$ cat config.mk
export PLATFORM = sky130hd
export DESIGN_NAME = irq_sequencer
export DESIGN_NICKNAME = d
export VERILOG_FILES = /design/src/rtl/irq_pkg.sv /design/src/rtl/irq_prio_enc.sv /design/src/rtl/irq_sequencer.sv
export SDC_FILE = /design/constraint.sdc
export NUM_CORES = 1
export LEC_CHECK = 0
export CAP_MARGIN = 0
export CORE_UTILIZATION = 38
export DETAILED_ROUTE_END_ITERATION = 12
export HOLD_SLACK_MARGIN = 0.05
export PLACE_DENSITY = 0.8
export SYNTH_ARGS = -nofsm -noshare
export SYNTH_HDL_FRONTEND = slang
export SYNTH_SLANG_ARGS = --single-unit
$ cat constraint.sdc
create_clock -name clk -period 1.85 [get_ports clk]
set_input_delay 0.37 -clock clk [delete_from_list [all_inputs] [get_ports clk]]
set_output_delay 0.37 -clock clk [all_outputs]
set_load 0.005 [all_outputs]
$ cat src/rtl/irq_pkg.sv
// -----------------------------------------------------------------------------
// irq_pkg
// Shared types and helpers for the interrupt sequencer:
//   irq_state_e    - sequencer state (IDLE, REQ, HANDLER)
//   MCAUSE_INT_BIT - mcause bit flagging an interrupt (as opposed to exception)
//   irq_make_cause - builds the mcause word for a given source index
// -----------------------------------------------------------------------------
package irq_pkg;

  typedef enum logic [1:0] {
    IDLE    = 2'd0,
    REQ     = 2'd1,
    HANDLER = 2'd2
  } irq_state_e;

  localparam int MCAUSE_INT_BIT = 31;

  // Exception code is base + index; the interrupt flag is forced on top.
  function automatic logic [31:0] irq_make_cause(input logic [31:0] base,
                                                 input logic [31:0] idx);
    logic [31:0] code;
    code                 = base + idx;
    code[MCAUSE_INT_BIT] = 1'b1;
    return code;
  endfunction

endpackage

$ cat src/rtl/irq_prio_enc.sv
// -----------------------------------------------------------------------------
// irq_prio_enc
// Lowest-index-wins priority encoder.
// Ports:
//   req   in  NUM_SRC  request vector
//   valid out 1        at least one request bit set
//   idx   out IDX_W    index of the lowest set request bit (0 when none)
// -----------------------------------------------------------------------------
module irq_prio_enc #(
  parameter int unsigned NUM_SRC = 4,
  parameter int unsigned IDX_W   = 2
) (
  input  logic [NUM_SRC-1:0] req,
  output logic               valid,
  output logic [IDX_W-1:0]   idx
);

  // Scan from the top down so the last hit, i.e. the lowest index, sticks.
  always_comb begin
    valid = 1'b0;
    idx   = '0;
    for (int i = NUM_SRC - 1; i >= 0; i--) begin
      if (req[i]) begin
        valid = 1'b1;
        idx   = IDX_W'(i);
      end else begin
        valid = valid;
        idx   = idx;
      end
    end
  end

endmodule

$ cat src/rtl/irq_sequencer.sv
// -----------------------------------------------------------------------------
// irq_sequencer
// Interrupt controller in front of the machine-mode CSR file. Latches the
// interrupt lines into pending bits, masks them with mie / mstatus.MIE, picks
// the lowest-index eligible source and sequences trap entry with a req/ack
// handshake. No further trap is requested until the handler's mret retires.
//
// Optional feature: define IRQ_SYNC_EN to pass every irq bit through a
// 2-flop synchronizer before sampling (adds two cycles of latency).
//
// Ports:
//   clk          in   1        clock, rising edge
//   reset        in   1        asynchronous active-low reset
//   irq_i        in   NUM_SRC  raw interrupt request lines
//   mie_i        in   NUM_SRC  per-source enable mask
//   gie_i        in   1        global enable (mstatus.MIE)
//   clr_i        in   NUM_SRC  software clear of pending bits
//   trap_ack_i   in   1        pipeline has redirected to the handler
//   mret_i       in   1        mret retired
//   trap_req_o   out  1        request to take an interrupt
//   cause_o      out  32       mcause value
//   pending_o    out  NUM_SRC  pending vector for mip readback
//   in_handler_o out  1        high from acceptance until mret
// -----------------------------------------------------------------------------
module irq_sequencer
  import irq_pkg::*;
#(
  parameter int unsigned NUM_SRC    = 4,
  parameter int unsigned CAUSE_BASE = 11,
  parameter int unsigned EDGE_MODE  = 1
) (
  input  logic               clk,
  input  logic               reset,
  input  logic [NUM_SRC-1:0] irq_i,
  input  logic [NUM_SRC-1:0] mie_i,
  input  logic               gie_i,
  input  logic [NUM_SRC-1:0] clr_i,
  input  logic               trap_ack_i,
  input  logic               mret_i,
  output logic               trap_req_o,
  output logic [31:0]        cause_o,
  output logic [NUM_SRC-1:0] pending_o,
  output logic               in_handler_o
);

  localparam int unsigned IDX_W = (NUM_SRC > 1) ? $clog2(NUM_SRC) : 1;

  logic [NUM_SRC-1:0] irq_s;
  logic [NUM_SRC-1:0] hist_r;
  logic [NUM_SRC-1:0] pending_r;
  logic [NUM_SRC-1:0] pend_next_s;
  logic [NUM_SRC-1:0] accept_mask_s;
  logic [NUM_SRC-1:0] eligible_s;
  logic               enc_valid_s;
  logic [IDX_W-1:0]   enc_idx_s;
  irq_state_e         state_r;
  logic [IDX_W-1:0]   idx_r;
  logic [31:0]        cause_r;
  logic               trap_req_r;
  logic               in_handler_r;

`ifdef IRQ_SYNC_EN
  logic [NUM_SRC-1:0] sync1_r;
  logic [NUM_SRC-1:0] sync2_r;

  // Two-flop synchronizer for the asynchronous request lines.
  always_ff @(posedge clk or negedge reset) begin
    if (!reset) begin
      sync1_r <= '0;
      sync2_r <= '0;
    end else begin
      sync1_r <= irq_i;
      sync2_r <= sync1_r;
    end
  end

  assign irq_s = sync2_r;
`else
  assign irq_s = irq_i;
`endif

  // Next pending vector: rising edges set, clears and acceptance reset, and a
  // simultaneous set beats a clear. Level mode just tracks the sampled line.
  always_comb begin
    accept_mask_s = '0;
    if ((state_r == REQ) && trap_ack_i) begin
      accept_mask_s[idx_r] = 1'b1;
    end else begin
      accept_mask_s = '0;
    end
    if (EDGE_MODE != 0) begin
      pend_next_s = (pending_r & ~clr_i & ~accept_mask_s) | (irq_s & ~hist_r);
    end else begin
      pend_next_s = irq_s;
    end
  end

  // Edge-history and pending flops.
  always_ff @(posedge clk or negedge reset) begin
    if (!reset) begin
      hist_r    <= '0;
      pending_r <= '0;
    end else begin
      hist_r    <= irq_s;
      pending_r <= pend_next_s;
    end
  end

  assign eligible_s = pending_r & mie_i;

  irq_prio_enc #(
    .NUM_SRC (NUM_SRC),
    .IDX_W   (IDX_W)
  ) u_prio_enc (
    .req   (eligible_s),
    .valid (enc_valid_s),
    .idx   (enc_idx_s)
  );

  // Trap sequencing FSM. Winner and cause are frozen on entry to REQ so the
  // pipeline sees a stable mcause for the whole handshake.
  always_ff @(posedge clk or negedge reset) begin
    if (!reset) begin
      state_r      <= IDLE;
      idx_r        <= '0;
      cause_r      <= 32'h0000_0000;
      trap_req_r   <= 1'b0;
      in_handler_r <= 1'b0;
    end else begin
      case (state_r)
        IDLE: begin
          if (enc_valid_s && gie_i) begin
            state_r    <= REQ;
            idx_r      <= enc_idx_s;
            cause_r    <= irq_make_cause(32'(CAUSE_BASE), 32'(enc_idx_s));
            trap_req_r <= 1'b1;
          end
        end
        REQ: begin
          if (trap_ack_i) begin
            state_r      <= HANDLER;
            trap_req_r   <= 1'b0;
            in_handler_r <= 1'b1;
          end
        end
        HANDLER: begin
          if (mret_i) begin
            state_r      <= IDLE;
            in_handler_r <= 1'b0;
          end
        end
        default: begin
          state_r      <= IDLE;
          trap_req_r   <= 1'b0;
          in_handler_r <= 1'b0;
        end
      endcase
    end
  end

  assign trap_req_o   = trap_req_r;
  assign cause_o      = cause_r;
  assign pending_o    = pending_r;
  assign in_handler_o = in_handler_r;

endmodule

### Placed cells, one color a class

Drawn at 4 px/µm.
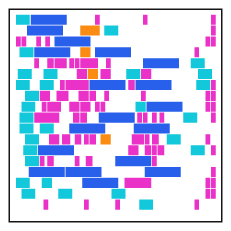
| class | color | cells |
|---|---|---|
| other buffers and delay cells | cyan | 29 |
| flops | blue | 18 |
| combinational and other logic | magenta | 78 |
| clock drivers and dummy loads | orange | 4 |
fraction of the core area covered by cells at the end of the flow: 0.4990
floorplan core area: 0.002455 mm²

### Sequential cells grouped by signal name

Drawn at 4 px/µm. Other sequential cells in the stronger gray, the rest of the logic in the fainter gray.
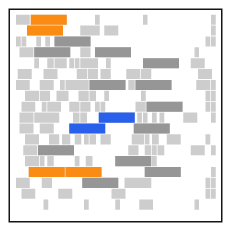
| name in the netlist | color | sequential cells |
|---|---|---|
| hist_r | orange | 4 |
| idx_r | blue | 2 |
Sequential cell area: 450.4 µm²
P_seq: 0.000594 W
Seq area share: 0.3677

### Cell outlines without signal wires

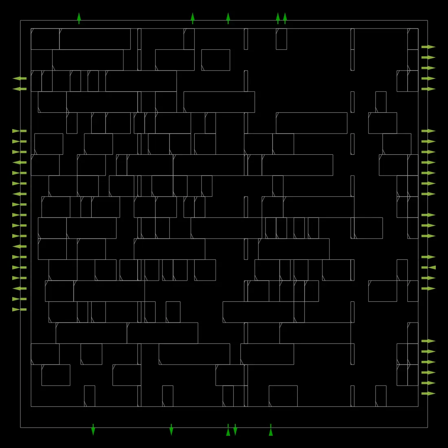
non-filler instance count after layout: 159
Tap Cells: 30
Filler Cell Count: 244
row count: 18
number of sequential storage elements: 18

### Wires at chosen ports, followed through buffers

Drawn at 10 px/µm.
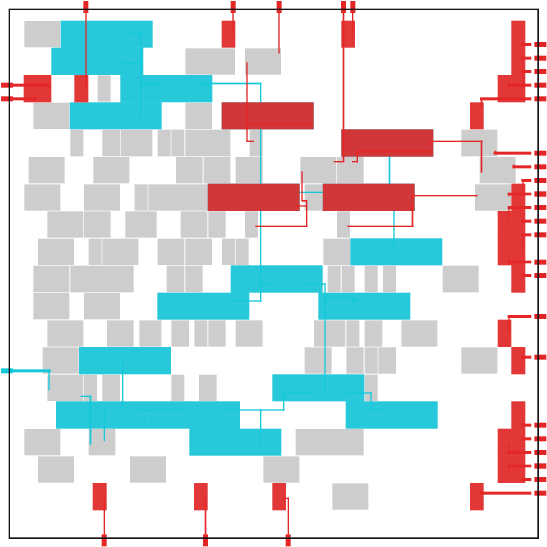
| port | color | bits | direction | edge | end cells | buffers | wire |
|---|---|---|---|---|---|---|---|
| cause_o | red | 32 | output | 22 east, 5 north, 3 south, 2 west | 31 | 5 | 156 µm |
| reset | cyan | 1 | input | west | 18 | 2 | 125 µm |
Ports: 55
count of buffers from port buffering: 27

==> impl_summary.log <==
[flow] final metrics
[metrics] final instance area: 0.001225 mm²
[metrics] worst-path cell chain: clkdlybuf4s50_1
[metrics] summed negative setup slack over all endpoints: 0 ps
[metrics] Post-Place Cells: 155
[metrics] Global Route met1 Usage: 0.1480
[metrics] relative area change from synthesis to final layout: 25.19%
[metrics] startpoint type of the worst setup path: flip-flop
[metrics] cell count after synthesis: 98
[metrics] GRT overflow: 0
[metrics] root buffer cell: sky130_fd_sc_hd__clkbuf_4
[metrics] count of antenna diodes in the layout: 0
[metrics] sink count of the clock tree: 18
[metrics] FP Core Util: 0.3986
[metrics] Static Leak: 0.5891 nW
[metrics] time the worst path needs with I/O delays and setup: 1637 ps
[metrics] number of global-route vias before repair: 614
[metrics] floorplan die width: 52.74 µm
[metrics] clock transition time at the flip-flop clock pins of the worst setup and hold paths: 100 ps
[metrics] summed standard-cell area reported by yosys: 978.4 µm²
[metrics] Resize count post-CTS: 0
[metrics] proportion of total power due to net switching: 0.3021
[metrics] quantity of hold-fixing buffers added after cts: 0
[metrics] Crit path max-delay family: buffers and inverters
[metrics] final weighted congestion in routability-driven placement: 0.8286
[metrics] peak-usage layer in the global routing report: met2
[metrics] die height: 52.74 µm
[metrics] final routed wire length divided by cell count: 9.597 µm
[metrics] primary flip-flop cell chosen by synthesis mapping: sky130_fd_sc_hd__dfrtp_1
[metrics] net switching power: 0.0003642 W
[metrics] path type of the worst setup path: reg -> out
[metrics] maximum fanout count along the critical path: 4
[metrics] antenna violations before repair: 0
[metrics] post-synth tally of flip-flops with integrated enable: 0
[metrics] worst min-delay path class: in -> async
[metrics] DIE AREA: 0.002782 mm²
[metrics] Worst Clk Skew: 2.236 ps
[metrics] RSZ-0062 raised after global routing: no
[metrics] TritonCTS Buffers: 3
[metrics] CP Data Required Time: 1480 ps
[metrics] MaxCap Viol Count: 0
[metrics] clock network power share: 0.200
[metrics] biggest area consumer among synthesized cells: sky130_fd_sc_hd__dfrtp_1
[metrics] Arrival @ worst endpoint: 1270 ps
[metrics] vias per std cell: 4.333
[metrics] average footprint of a synthesized cell: 9.984 µm²
[metrics] Largest stage delay, worst path: 540 ps
[metrics] first-pass GRT wire length: 2428 µm
[metrics] Mapped Area: 978.4 µm²
[metrics] final HPWL from detailed placement: 1270 µm
[metrics] Post CTS Setup Buffer Count: 0
[metrics] post-synthesis register bit count: 18
[metrics] sequential share of power: 0.492
[metrics] post-route fraction of the period consumed by the critical path: 0.8851
[metrics] combinational power share: 0.308
[metrics] maximum number of buffers from clock root to sink: 2
[metrics] maximum number of pins on one net before global-route repair: 19
[metrics] routed wire length: 1526 µm
[metrics] first-pass detailed-route iteration total: 2
[metrics] total power consumption of the routed design: 0.001206 W
[metrics] H-tree depth reported by CTS: 1
[metrics] Final Hold Viols: 0
[metrics] Max Slew Vio Count: 0
[metrics] internal portion of total power: 0.0008414 W
[metrics] Skew-Pair Late Insertion Delay: 290 ps
[metrics] number of unique standard cell types used by synthesis: 23
[metrics] result of the run: finished clean
[metrics] buffering stage count on the worst path with inverters included: 1
[metrics] number of design-rule violations left by the first detailed-router iteration: 3
[metrics] CP Capture Type: output pin
[metrics] nets: 148
[metrics] overall global routing resource usage: 0.1223
[metrics] residual DRC count: 0
[metrics] Global Route met3 Usage: 0.02609
[metrics] post-synthesis cell count from yosys: 98
[metrics] number of nets still failing antenna checks after routing: 0
[metrics] Yosys Warn Count: 0
[metrics] area occupied by multi-input gates: 392.9 µm²
[metrics] cell area after placement: 0.001189 mm²
[metrics] final count of negative-setup-slack endpoints: 0
[metrics] number of warnings in the stage logs: 26
[metrics] Post-synth area hogs: sky130_fd_sc_hd__dfrtp_1 46%, sky130_fd_sc_hd__buf_4 21%, sky130_fd_sc_hd__nand2_1 5.0%, sky130_fd_sc_hd__o21ai_0 4.1%, sky130_fd_sc_hd__nand3b_1 3.1%
[metrics] via count: 689
[metrics] clock tree from TritonCTS: built
[metrics] top-area cell type share of the netlist area: 0.4604
[metrics] share of synthesized registers carrying an async set or reset: 1.000
[metrics] share of final-layout standard cells stronger than drive strength 1: 0.06977
[metrics] most instantiated logic cells after routing: 27 x sky130_fd_sc_hd__conb_1, 27 x sky130_fd_sc_hd__clkdlybuf4s50_1, 18 x sky130_fd_sc_hd__dfrtp_1
[metrics] grt met2 use: 0.2025
[metrics] Max rail drop VDD: 0.0005428 V
[metrics] achievable clock frequency: 610.7 MHz
[metrics] standard cell with the maximum stage delay on the critical path: sky130_fd_sc_hd__clkdlybuf4s50_1
[metrics] Pwr per Cell Area: 984.2 mW/mm²
[metrics] Synth Seq Share: 0.4604
## per-stage QoR
| step | setup slack [ps] | hold slack (ps) |
|---|---|---|
| 3_3_place_gp | 82.11 | 406.9 |
| 4_1_cts | 184.8 | 400.4 |
| 3_5_place_dp | 26.61 | 425.1 |
| 6_report | 212.6 | 394.4 |
| 2_1_floorplan | 482.3 | 74.41 |
| 5_1_grt | 145.1 | 402.6 |
## synth_stat cells, drive strengths merged (2+ instances only)
cell type,instances
o21ai,9
a22o,2
nor3b,2
inv,6
nor2,2
nand2,13
or2b,2
a21oi,3
nand3b,4
dfrtp,18
buf,28
## layout make-up
| cell class | count | area share |
|---|---|---|
| multi-input combinational | 72 | 0.3207 |
| tap | 30 | 0.03064 |
| inverter | 6 | 0.01839 |
| sequential | 18 | 0.3677 |
| timing repair buffer | 29 | 0.2329 |
| clock buffer | 4 | 0.02962 |
## logic make-up (layout without fill, tap and decap cells)
group	count (synthesis)	count (layout)	share of synthesized area
AND/OR/NAND/NOR	26	26	0.1509
adder cells (fa/ha/maj)	1	1	0.01279
flip-flops	18	18	0.4604
buffers and inverters	34	39	0.2378
AND-OR/OR-AND	18	18	0.1343
other	1	27	0.003833
## worst paths after layout
kind / from / end / slack, ps / depth (start not counted)
setup / recovery: pending_o[2] / pending_o[2] / 210 / 1
hold / removal: reset / hist_r[3] / 390 / 2
setup reg to reg: pending_o[0] / cause_o[1] / 400 / 4
hold reg to reg: hist_r[2] / pending_o[2] / 430 / 1
max in group asynchronous: reset / pending_o[1] / 1270 / 2
min in group clk: hist_r[2] / pending_o[2] / 430 / 1
## power groups by stage
stage	combinational, W	clock (W)	sequential [W]
2_1_floorplan	0.000213	0	0.000589
3_3_place_gp	0.000371	0	0.000595
3_5_place_dp	0.000379	0	0.000602
4_1_cts	0.000379	0.000246	0.000595
5_1_grt	0.000415	0.000270	0.000612
6_report	0.000371	0.000241	0.000594
## state kept, by name (all words and copies together), names as in the netlist
signal and cells:
cause_o 4, hist_r 4, pending_o 4, idx_r 2
state_r 2, in_handler_o 1, trap_req_o 1
## per-layer routing
layer  part of all wire  vias up
li1                   -      330
met1               0.45      310
met2               0.46       47
met3              0.071        2
met4              0.010        0
met5                  0        -
No activity file was given, so power comes from the tool's default toggle rates.
